<file path="config.mk">
export PLATFORM = sky130hd
export DESIGN_NAME = word_bit_serializer_flat
export DESIGN_NICKNAME = d
export VERILOG_FILES = /design/src/rtl/word_bit_serializer_if.sv /design/src/rtl/word_bit_serializer.sv /design/src/flat_wrapper.sv
export SDC_FILE = /design/constraint.sdc
export NUM_CORES = 1
export LEC_CHECK = 0
export ABC_AREA = 0
export CAP_MARGIN = 30
export CORE_MARGIN = 2
export CORE_UTILIZATION = 45
export CTS_CLUSTER_DIAMETER = 80
export DETAILED_ROUTE_END_ITERATION = 10
export GPL_ROUTABILITY_DRIVEN = 0
export PLACE_DENSITY = 0.73
export SLEW_MARGIN = 20
export SYNTH_ARGS = -nofsm -noshare
export SYNTH_HDL_FRONTEND = slang
export SYNTH_SLANG_ARGS = --single-unit
export TNS_END_PERCENT = 20
</file>
<file path="constraint.sdc">
create_clock -name clk -period 2 [get_ports clk]
set_input_delay 0.3 -clock clk [delete_from_list [all_inputs] [get_ports clk]]
set_output_delay 0.3 -clock clk [all_outputs]
set_load 0.005 [all_outputs]
</file>
<file path="src/rtl/word_bit_serializer_if.sv">
// Handshake and serial-stream bundle for word_bit_serializer.
// The master drives words and stall; the slave (the serializer) returns the stream.
interface word_bit_serializer_if #(
  parameter int unsigned WIDTH = 8
) ();
  logic [WIDTH-1:0] in_data;
  logic             in_valid;
  logic             in_ready;
  logic             stall;
  logic             bit_out;
  logic             bit_valid;
  logic             bit_last;
  logic [1:0]       exp_par;
  logic             busy;

  modport master (
    output in_data, in_valid, stall,
    input  in_ready, bit_out, bit_valid, bit_last, exp_par, busy
  );

  modport slave (
    input  in_data, in_valid, stall,
    output in_ready, bit_out, bit_valid, bit_last, exp_par, busy
  );
endinterface

</file>
<file path="src/rtl/word_bit_serializer.sv">
// Parallel-to-serial front end: WIDTH-bit words in over valid/ready, one bit per clock out,
// framed by bit_valid/bit_last, with an expected 0s/1s parity tag per word.
module word_bit_serializer #(
  parameter int unsigned WIDTH     = 8,
  parameter bit          MSB_FIRST = 1'b1
) (
  input logic                  clk,
  input logic                  rst,
  word_bit_serializer_if.slave bus
);

  if (WIDTH < 2 || WIDTH > 32) begin : g_width_check
    $error("word_bit_serializer: WIDTH must be in 2..32");
  end

  localparam logic [4:0] LAST_CNT  = 5'(WIDTH - 1);
  localparam logic       WIDTH_ODD = 1'(WIDTH % 2);

  typedef enum logic {IDLE, SHIFT} state_t;

  state_t           state;
  logic [4:0]       cnt;
  logic [WIDTH-1:0] sreg;
  logic [1:0]       exp_par_q;
  logic             at_last;
  logic             xfer;
  logic             word_par;

  // Handshake and stream framing are combinational so back-to-back words need no bubble.
  assign at_last       = (state == SHIFT) && (cnt == LAST_CNT);
  assign bus.in_ready  = !rst && ((state == IDLE) || (at_last && !bus.stall));
  assign bus.bit_valid = (state == SHIFT) && !bus.stall;
  assign bus.bit_last  = bus.bit_valid && (cnt == LAST_CNT);
  assign bus.bit_out   = MSB_FIRST ? sreg[WIDTH-1] : sreg[0];
  assign bus.busy      = (state == SHIFT);
  assign bus.exp_par   = exp_par_q;
  assign xfer          = bus.in_valid && bus.in_ready;
  assign word_par      = ^bus.in_data;

  always_ff @(posedge clk or posedge rst) begin
    if (rst) begin
      state     <= IDLE;
      cnt       <= 5'd0;
      sreg      <= '0;
      exp_par_q <= 2'b00;
    end else if (xfer) begin
      state     <= SHIFT;
      cnt       <= 5'd0;
      sreg      <= bus.in_data;
      exp_par_q <= {word_par ^ WIDTH_ODD, word_par};
    end else if ((state == SHIFT) && !bus.stall) begin
      if (cnt == LAST_CNT) begin
        state <= IDLE;
        cnt   <= 5'd0;
        sreg  <= '0;
      end else begin
        cnt <= cnt + 5'd1;
        if (MSB_FIRST) sreg <= {sreg[WIDTH-2:0], 1'b0};
        else           sreg <= {1'b0, sreg[WIDTH-1:1]};
      end
    end
  end

endmodule

</file>
<file path="src/flat_wrapper.sv">
// flat-port wrapper written by rule: the top's interface ports become plain ports
module word_bit_serializer_flat 
#(
  parameter int unsigned WIDTH     = 8,
  parameter bit          MSB_FIRST = 1'b1
)
  (clk, rst, bus_in_data, bus_in_valid, bus_stall, bus_in_ready, bus_bit_out, bus_bit_valid, bus_bit_last, bus_exp_par, bus_busy);
  word_bit_serializer_if #(.WIDTH(WIDTH)) bus_i ();
  input logic clk;
  input logic rst;
  input wire logic [$bits(bus_i.in_data)-1:0] bus_in_data;
  input wire logic [$bits(bus_i.in_valid)-1:0] bus_in_valid;
  input wire logic [$bits(bus_i.stall)-1:0] bus_stall;
  output wire logic [$bits(bus_i.in_ready)-1:0] bus_in_ready;
  output wire logic [$bits(bus_i.bit_out)-1:0] bus_bit_out;
  output wire logic [$bits(bus_i.bit_valid)-1:0] bus_bit_valid;
  output wire logic [$bits(bus_i.bit_last)-1:0] bus_bit_last;
  output wire logic [$bits(bus_i.exp_par)-1:0] bus_exp_par;
  output wire logic [$bits(bus_i.busy)-1:0] bus_busy;
  assign bus_i.in_data = bus_in_data;
  assign bus_i.in_valid = bus_in_valid;
  assign bus_i.stall = bus_stall;
  assign bus_in_ready = bus_i.in_ready;
  assign bus_bit_out = bus_i.bit_out;
  assign bus_bit_valid = bus_i.bit_valid;
  assign bus_bit_last = bus_i.bit_last;
  assign bus_exp_par = bus_i.exp_par;
  assign bus_busy = bus_i.busy;
  word_bit_serializer #(.WIDTH(WIDTH), .MSB_FIRST(MSB_FIRST)) u_core (.clk(clk), .rst(rst), .bus(bus_i));
endmodule
</file>
final_placement.png
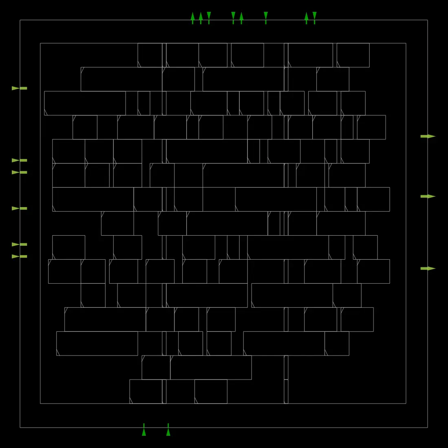
Util after Layout: 0.6141
tap cells: 17
flop count: 15
Fill cells: 155

cell_classes.png
The bar under the picture is 10 um long. Fill, decap, tap and diode cells in gray.
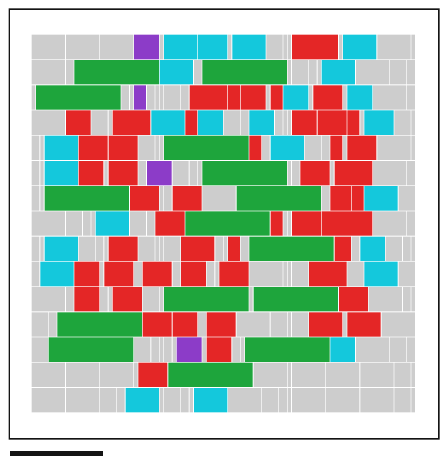
legend:
  purple:
    class: clock drivers and dummy loads
    cells: 4
    share_of_their_area: 2.6%
  red:
    class: all other logic
    cells: 49
    share_of_their_area: 39%
  green:
    class: flip-flops
    cells: 15
    share_of_their_area: 37%
  cyan:
    class: other buffers and delay cells
    cells: 24
    share_of_their_area: 22%

metal_stack.png
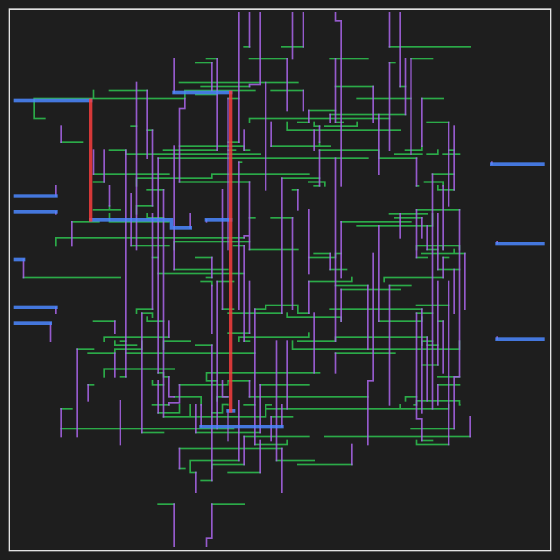
legend:
  green:
    layer: met1
    wire_length: 652 um
  blue:
    layer: met3
    wire_length: 55.9 um
  purple:
    layer: met2
    wire_length: 695 um
  red:
    layer: met4
    wire_length: 37.4 um

wire_density.png
The die is cut into 9 by 9 equal tiles; black is low, pale yellow is high, scaled to the fullest tile. Values are wire area over tile area, all layers added.
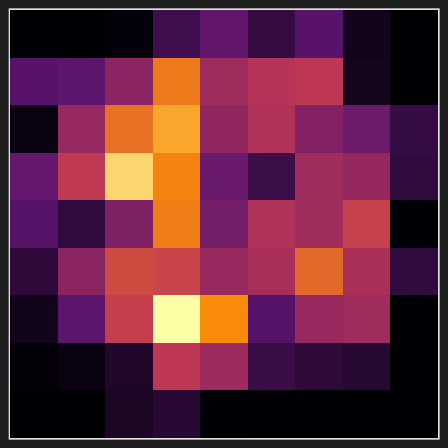
mean over tiles: 0.11
tiles over half the peak: 19%
nearly empty tiles: 20%
fullest tile: 0.37

==> out/results.tsv <==
metric	value	unit
total power	1212	uW
CTS sink cnt	15	
GRT Max-Usage Layer	met2	
Setup-failing EPs final	0	
CTS HTree Levels	1	
OpenROAD warning count	26	
NumNets Final	106	
drt total wl	1.440	mm
layout cells sized above 1	0.2065	
CTS max path bufs	2	
Init Core Util	0.4733	
Synth Instances	68	
Post-Place Worst Slack	0.1343	ns
DRC	0	
Post-Route Setup TNS	0	ns
leakage	0.0005179	uW
Die Ht	46.15	um
met1 Track Usage GR	0.2141	
yosys stat cell total	68	
Worst Setup Slack, final	0.1675	ns
dominant logic cell type in the layout	clkdlybuf4s50_1	
CP Capture Type	output port	
#FFs+latches synth	15	
met2 usage	0.2778	
register-to-register setup slack	0.40	ns
maximum VDD drop	0.6723	mV
outcome	completed	
I/O pin count	19	
Slowest cell on crit path	clkdlybuf4s50_1	
min-delay worst type	input port to asynchronous set/reset pin	
layer usage:
metal	up-vias	part of all wire
met5	-	0
met4	0	0.026
met3	5	0.038
met2	14	0.48
met1	282	0.45
li1	285	-
registers in the layout, indices dropped and copies added, names as in the netlist:
name / cells
u_core.bus.exp_par: 1
u_core.sreg: 8
u_core.bus.busy: 1
u_core.cnt: 5
layout make-up:
| class | count | area [um^2] | share of cell area |
|---|---|---|---|
| clock buffers | 4 | 26.28 | 0.02533 |
| inverters | 3 | 11.26 | 0.01086 |
| multi-input cells | 46 | 380.4 | 0.3667 |
| flip-flops and latches | 15 | 375.4 | 0.3619 |
| well taps | 17 | 21.27 | 0.02051 |
| repair buffers | 24 | 222.7 | 0.2147 |
worst max path at each step:
stage / startpoint / end / slack, ns / depth (start not counted)
finish: bus_stall / bus_bit_valid / 0.17 / 4
global route: u_core.cnt[0] / bus_in_ready / 0.06 / 5
CTS: u_core.cnt[0] / bus_in_ready / 0.15 / 5
detailed placement: u_core.cnt[0] / bus_in_ready / 0.13 / 5
global placement: bus_stall / bus_in_ready / 0.15 / 4
floorplan: u_core.cnt[0] / u_core.bus.exp_par[0] / 0.55 / 5
through the flow:
| stage | hold WS, ns | util |
|---|---|---|
| 5_1_grt | 0.4375 | 0.6141 |
| 3_3_place_gp | 0.5137 | 0.5807 |
| 2_1_floorplan | 0.2098 | - |
| 3_5_place_dp | 0.5254 | 0.5807 |
| 4_1_cts | 0.3958 | 0.6141 |
| 6_report | 0.3909 | 0.6141 |
synthesized netlist by cell type:
cell type  number  area share
dfrtp_1        15        0.47
a21o_1          8       0.075
a22o_1          7       0.077
xnor2_1         7       0.077
nor2_1          4       0.019
inv_1           3       0.014
xor2_1          3       0.033
a22o_2          2       0.025
buf_6           2       0.028
mux2_2          2       0.028
nand2_1         2      0.0094
and2_4          1       0.011
buf_2           1      0.0063
buf_4           1      0.0094
ha_1            1       0.016
mux2i_1         1       0.013
nand2b_2        1       0.011
nand2b_4        1       0.017
nand3_1         1      0.0063
nand4_1         1      0.0078
nand4bb_1       1       0.014
nor2_4          1       0.014
o21a_1          1      0.0094
o21a_2          1       0.011
worst register-to-register path: stages, from the launching register on:
cell and delay, ns:
dfrtp_1 0.38, ha_2 0.19, nand4bb_1 0.12, o21a_2 0.24, buf_4 0.14, nor2_4 0.08
buf_4 0.17, mux2i_1 0.20
cell families (layout without fill, tap and decap cells):
family / after synthesis / in the layout / synth area share
muxes: 3 / 3 / 0.04069
buffers and inverters: 7 / 31 / 0.05790
xor gates and xnor gates: 10 / 10 / 0.1096
and+or+nand+nor: 13 / 13 / 0.1095
adders and majority gates: 1 / 1 / 0.01565
DFF: 15 / 15 / 0.4695
AOI/OAI and AO/OA: 19 / 19 / 0.1972
where the power goes:
| part | internal, uW | switching [uW] |
|---|---|---|
| combinational | 330 | 199 |
| clock | 77.6 | 99.6 |
| sequential | 421 | 85.8 |
| total | 828 | 384 |
what timing repair did:
action	4_1_cts	5_1_grt
setup buffers	4	0
setup endpoints to repair	1	0
gates resized	3	0
Power and IR drop assume default switching activity.
